==> config.mk <==
export PLATFORM = sky130hd
export DESIGN_NAME = guess_hint_ctrl
export DESIGN_NICKNAME = d
export VERILOG_FILES = /design/src/rtl/guess_hint_ctrl.sv
export SDC_FILE = /design/constraint.sdc
export NUM_CORES = 1
export LEC_CHECK = 0
export CORE_MARGIN = 2
export CORE_UTILIZATION = 43
export DETAILED_ROUTE_END_ITERATION = 6
export DONT_BUFFER_PORTS = 1
export PLACE_DENSITY_LB_ADDON = 0.2
export SYNTH_ARGS = -nofsm -noshare
export SYNTH_HDL_FRONTEND = slang
export SYNTH_SLANG_ARGS = --single-unit
==> constraint.sdc <==
create_clock -name clk -period 1.4 [get_ports clk]
set_input_delay 0.14 -clock clk [delete_from_list [all_inputs] [get_ports clk]]
set_output_delay 0.14 -clock clk [all_outputs]
set_load 0.01 [all_outputs]
==> src/rtl/guess_hint_ctrl.sv <==
// Secret-code guessing controller: latches a W-bit secret, takes up to MAX_TRIES guesses,
// shows a per-bit XNOR hint and reports WIN/LOSE. Optional popcount output: HINT_COUNT_EN.
module guess_hint_ctrl #(
  parameter int W         = 6,
  parameter int MAX_TRIES = 8,
  localparam int TW       = $clog2(MAX_TRIES + 1),
  localparam int CW       = $clog2(W + 1)
) (
  input  logic          clk,
  input  logic          rst,
  input  logic          start,
  input  logic          enter,
  input  logic [W-1:0]  sw_senha,
  input  logic [W-1:0]  sw_tentativa,
  output logic [W-1:0]  hint,
  output logic [TW-1:0] tries_left,
  output logic          playing,
  output logic          win,
`ifdef HINT_COUNT_EN
  output logic          lose,
  output logic [CW-1:0] match_cnt
`else
  output logic          lose
`endif
);

  // state | meaning
  // IDLE  | after reset, waiting for the first start rise
  // PLAY  | round active, guesses accepted
  // WIN   | last accepted guess equalled the secret, outputs frozen
  // LOSE  | tries exhausted without a match, outputs frozen
  typedef enum logic [1:0] {IDLE, PLAY, WIN, LOSE} state_t;

  state_t        state, state_nx;
  logic [W-1:0]  secret, secret_nx, hint_nx;
  logic [TW-1:0] tries_nx;
  logic          start_d, enter_d;
  logic          start_rise, enter_rise;

  assign start_rise = start & ~start_d;
  assign enter_rise = enter & ~enter_d;

  always_comb begin
    state_nx  = state;
    secret_nx = secret;
    hint_nx   = hint;
    tries_nx  = tries_left;
    // start takes priority over a same-cycle guess in every state
    if (start_rise) begin
      state_nx  = PLAY;
      secret_nx = sw_senha;
      hint_nx   = '0;
      tries_nx  = TW'(MAX_TRIES);
    end else begin
      case (state)
        PLAY: begin
          if (enter_rise) begin
            hint_nx  = ~(secret ^ sw_tentativa);
            tries_nx = tries_left - 1'b1;
            if (sw_tentativa == secret)
              state_nx = WIN;
            else if (tries_left == TW'(1))
              state_nx = LOSE;
          end
        end
        default: ;
      endcase
    end
  end

  always_ff @(posedge clk) begin
    // edge-detect history tracks the inputs even in reset, so a held key gives no edge
    start_d <= start;
    enter_d <= enter;
    if (rst) begin
      state      <= IDLE;
      secret     <= '0;
      hint       <= '0;
      tries_left <= '0;
    end else begin
      state      <= state_nx;
      secret     <= secret_nx;
      hint       <= hint_nx;
      tries_left <= tries_nx;
    end
  end

  assign playing = (state == PLAY);
  assign win     = (state == WIN);
  assign lose    = (state == LOSE);

`ifdef HINT_COUNT_EN
  function automatic logic [CW-1:0] popcount(input logic [W-1:0] v);
    logic [CW-1:0] c;
    c = '0;
    for (int i = 0; i < W; i++)
      c = c + CW'(v[i]);
    return c;
  endfunction

  always_ff @(posedge clk) begin
    if (rst)
      match_cnt <= '0;
    else
      match_cnt <= popcount(hint_nx);
  end
`endif

endmodule

Fig. 1: run 1, track usage over the die
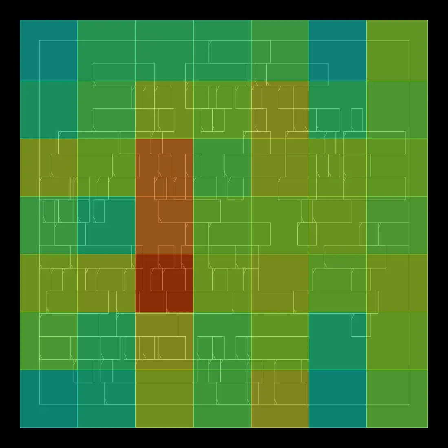
met3 Use GR: 0.0494
highest-utilization routing layer at the global route stage: met2
routed wirelength normalized by instance count: 11.8 um
global-route met2 utilization: 0.247

Fig. 2: run 1, logic cells by family
Drawn at 8 px/um.
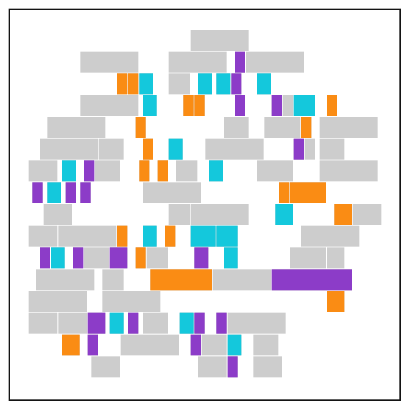
Cyan is inverting AOI/OAI gates, cells 19, most used a21oi_1. Orange is NOR gates, cells 19, most used nor2_1. Purple is NAND gates, cells 21, most used nand2_1.
count of non-filler cells in the finished layout: 134
commonest non-fill, non-tap cell in the layout: sky130_fd_sc_hd__dfxtp_1
multi-input combinational area share: 0.432

Fig. 3: run 1, cells by drive strength
Drawn at 8 px/um.
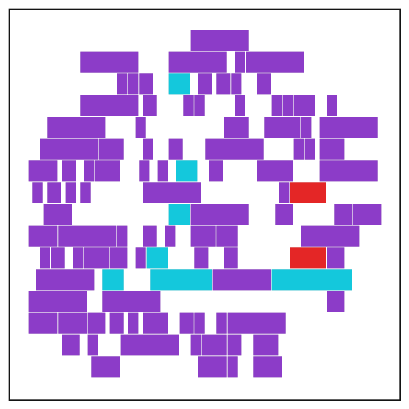
Red is drive 2, cells 2, share 1.9%. Cyan is drive 3 to 4, cells 7, share 6.5%, most used clkbuf_4. Purple is drive 1 or less, cells 98, share 92%, most used dfxtp_1.

==> run 1: state kept, by name, indices dropped and copies added, names as in the netlist <==
name        flops
state           2
tries_left      4
secret          6
enter_d         1
start_d         1
hint            6
==> run 1: power by group through the flow <==
stage                     Clock [mW]  Sequential, mW  Combinational, mW
after detailed placement           0           0.623             0.0852
after global routing           0.300           0.613              0.120
final                          0.260           0.610              0.107
after floorplan                    0           0.619             0.0735
after global placement             0           0.622             0.0843
after CTS                      0.274           0.610              0.109
==> run 1: what timing repair did <==
action | in CTS | in global routing
setup buffers | 0 | 0
hold buffers | 9 | 0
endpoints found under the hold margin | 10 | 0
==> run 1: metal layers <==
layer  up-vias  share of wire  global-route usage
li1        343              -                   -
met1       313           0.43               0.162
met2        20           0.51               0.247
met3         2          0.052              0.0494
met4         0         0.0057              0.0571
met5         -              0                   0
==> results.txt, run 1 <==
yosys + openroad results -> hold crit path type in2reg, NetSw 0.236 mW, antenna cells 0, Pre-Place Util 0.447, fraction of layout cells with a size suffix above 1 0.0841, period utilization 0.893, maximum achievable frequency 0.800 GHz, clock transition at the registers of the reported paths 0.11 ns, startpoint of the most critical register-to-register path state[0], Final Routed Wirelength 1590 um, Final min period 1.25 ns, P_int 0.741 mW, worst slew pin tran 0.501 ns, area grow syn2layout 16.8%, tally of max-capacitance violations 0, Flop area 400 sq um, library cell contributing the largest single delay on the critical path sky130_fd_sc_hd__dfxtp_1, Cell Area, Placed 890 sq um, RSZ-0062 raised after global routing false, endpoint of the worst-slack reg-to-reg timing path state[1], pin count of the biggest net entering global routing 13, DRC violation count after routing 0, Top logic family simple AND/OR/NAND/NOR gates, Final Hold Violation Tally 0, wire length of the first global-routing pass 2620 um, VDD IR max 0.624 mV, critical path capture point type flip-flop, core area 1920 sq um, cell class with the largest area share multi-input combinational cells, total CTS buffers 3, vias per inst 5.06, Registers, synthesis 20, post-synth top area share 0.466, simple-gate portion of the synthesized area 0.271, number of warnings in the stage logs 27, post-route total power 0.977 mW, chip area 2370 sq um, number of nets in the layout 127, FF+latch count 20, outcome completed
==> run 2, diff against run 1 <==
--- a/config.mk
+++ b/config.mk
@@ -9,6 +9,7 @@
 export CORE_UTILIZATION = 43
 export DETAILED_ROUTE_END_ITERATION = 6
 export DONT_BUFFER_PORTS = 1
+export GPL_TIMING_DRIVEN = 0
 export PLACE_DENSITY_LB_ADDON = 0.2
 export SYNTH_ARGS = -nofsm -noshare
 export SYNTH_HDL_FRONTEND = slang
==> constraint.sdc (replaced) <==
create_clock -name clk -period 1.6 [get_ports clk]
set_input_delay 0.16 -clock clk [delete_from_list [all_inputs] [get_ports clk]]
set_output_delay 0.16 -clock clk [all_outputs]
set_load 0.01 [all_outputs]
Fig. 4: run 2, logic cells by family
Drawn at 8 px/um.
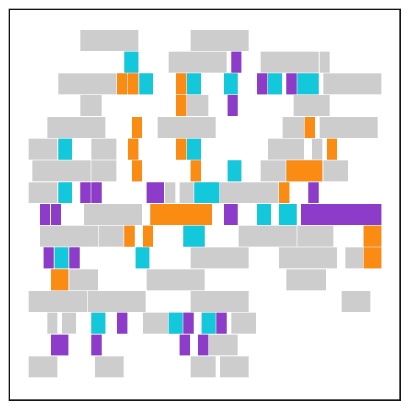
multi-input combinational area share: 0.429
count of non-filler cells in the finished layout: 136

==> run 2 against run 1 <==
- non-clock buffer count is 1 higher
- final cell count is 1.5% higher
- critical path depth unchanged
- clock skew fell by 0.0067 ns
- sequential power decreased by 12%
- highest routed layer is now met3
==> results.txt, run 2 <==
yosys + openroad results -> setup fix buffers added after clock tree synthesis 0 (unchanged), Cell Area, Placed 892 sq um (+0.28%), clock transition at the registers of the reported paths 0.11 ns (about the same), vias per inst 4.88 (-3.5%), maximum achievable frequency 0.790 GHz (-1.2%), DRC violation count after routing 0 (unchanged), worst slew pin tran 0.473 ns (-0.0283 ns), Flop area 400 sq um (unchanged), P_clk 0.285 mW (+9.6%), Final Hold Violation Tally 0 (unchanged), RSZ-0062 raised after global routing false, hold crit path type in2reg, number of warnings in the stage logs 27 (unchanged), Regs by FF count hint: 6 flops, secret: 6 flops, tries_left: 4 flops, VDD IR max 0.646 mV (+3.6%), library cell contributing the largest single delay on the critical path sky130_fd_sc_hd__dfxtp_1, Pwr top registers, Pre-Place Util 0.447 (unchanged), P_int 0.698 mW (-5.8%), area grow syn2layout 17.5%, Flop+latch power 0.534 mW (-12%), endpoint of the worst-slack reg-to-reg timing path state[1], outcome completed, startpoint of the most critical register-to-register path state[0], fraction of layout cells with a size suffix above 1 0.0917 (+0.00763)
Fig. 5: run 2, track usage over the die
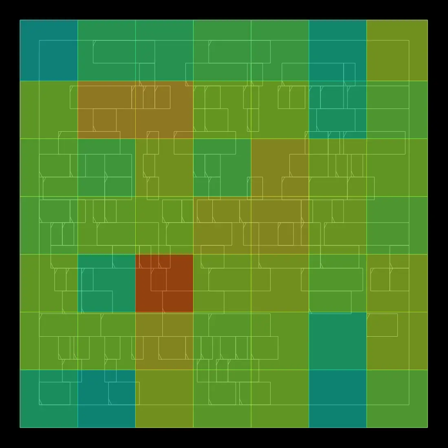
global-route met1 utilization: 0.162
Finished Core Util: 0.525
global-route met2 utilization: 0.260
All-Layer GR Usage: 0.148
routed wirelength normalized by instance count: 11.4 um

## run 2: logic make-up after synthesis
group	synth area share
compound gates	0.122
xor+xnor	0.0816
fa+ha+maj	0.0291
buf+inv	0.0292
flops	0.466
simple gates	0.271
## run 2: how the worst min path moves through the flow
stage / from / endpoint / slack (ns) / depth (start not counted)
finish: sw_tentativa[3] / hint[3] / 0.12 / 3
global route: sw_tentativa[3] / hint[3] / 0.13 / 3
CTS: sw_tentativa[3] / hint[3] / 0.12 / 3
detailed placement: start / start_d / 0.19 / 0
global placement: start / start_d / 0.19 / 0
floorplan: enter / enter_d / 0.19 / 0
## run 2: layer usage
metal / routed length, um / vias up / track usage
li1: - / 344 / -
met1: 706 / 301 / 0.162
met2: 740 / 19 / 0.260
met3: 99 / 0 / 0.0772
met4: 0 / 0 / 0.0143
met5: 0 / - / 0
==> run 3, diff against run 2 <==
==> constraint.sdc (replaced) <==
create_clock -name clk -period 1.2 [get_ports clk]
set_input_delay 0.12 -clock clk [delete_from_list [all_inputs] [get_ports clk]]
set_output_delay 0.12 -clock clk [all_outputs]
set_load 0.01 [all_outputs]
Fig. 6: run 3, signal wires on met3
Drawn at 10 px/um.
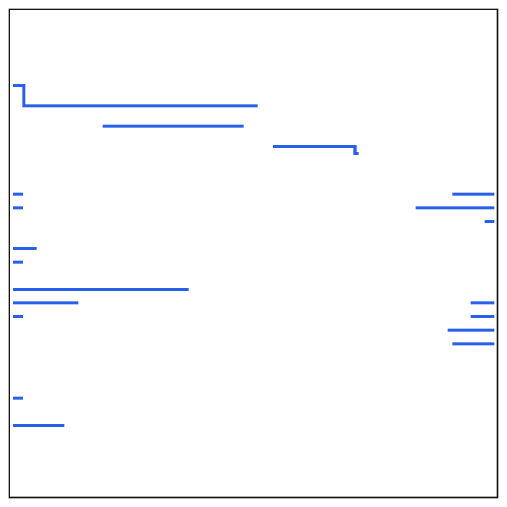
The layer holds 6.7% of the routed length. The wires run mostly horizontal. 18 nets have wire on it. The layer carries 107 um of wire.

==> run 3 against run 2 <==
- non-clock buffer count is the same
- die size unchanged
- clock power up 33%
- sequential power rose by 34%
- utilization increased by 1.4 points
- worst hold slack got worse by 0.043 ns
- global-route usage up 0.13 points
- flip-flop count stayed put
- via count is 0.15% lower
- power rose by 34%
- sequential share of layout area shrank 0.52 points
- combinational power rose by 37%
- critical path type unchanged
- critical endpoint unchanged
- largest cell class unchanged
- largest power group unchanged
==> results.txt, run 3 <==
yosys + openroad results -> outcome completed, fraction of layout cells with a size suffix above 1 0.147 (+0.0550), number of warnings in the stage logs 29 (+7.4%), Synth Area in Adders 0.0292 (unchanged), endpoint of the worst-slack reg-to-reg timing path state[1], DRC violation count after routing 0 (unchanged), met3 wirelength from detailed routing 107 um (+8.1%), P_clk 0.379 mW (+33%), wire length on met2 769 um (+3.9%), Top logic family simple AND/OR/NAND/NOR gates, global-route met1 utilization 0.164 (+0.00196), simple-gate portion of the synthesized area 0.271 (unchanged), Pwr top registers, highest-utilization routing layer at the global route stage met2, P_int 0.933 mW (+34%), worst hold start sw_tentativa[3], Routed met1 length 720 um (+2.0%), VDD IR max 0.864 mV (+34%), sink of the worst hold path state[1], hold crit path type in2reg, vias per inst 4.88 (-0.15%), highest metal used met3, maximum achievable frequency 0.876 GHz (+11%), hold depth 3 (unchanged), area grow syn2layout 20.6%, Cell Area, Placed 892 sq um (unchanged)
Fig. 7: run 3, track usage over the die
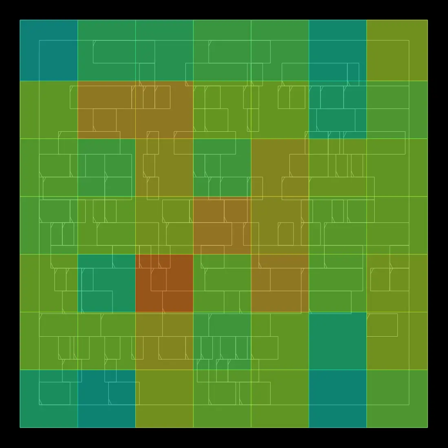
routed wirelength normalized by instance count: 11.7 um
met3 Use GR: 0.0772
global-route met2 utilization: 0.263
Finished Core Util: 0.538

[run 3: layout make-up]
cell class              count  area [sq um]
plain buffers               3          20.0
multi-input cells          71           444
flip-flops and latches     20           405
inverters                   2          7.51
fillers                   199           887
clock buffers               4          36.3
well taps                  27          33.8
repair buffers              9          87.6
[run 3: worst max-delay path: stages, from the launching register on]
cell and delay (ns):
sky130_fd_sc_hd__dfxtp_1 0.34, sky130_fd_sc_hd__xor2_1 0.20, sky130_fd_sc_hd__nor4_4 0.31, sky130_fd_sc_hd__nand3_1 0.10
sky130_fd_sc_hd__a21oi_1 0.13
[run 3: repair_timing]
item	CTS	global route
hold endpoints to repair	8	0
pin swaps	2	1
endpoints found under the setup margin	12	11
resized	2	6
setup buffers	0	1
hold buffers	8	0
Power figures rest on the tool's default switching activity, not on a simulated workload.
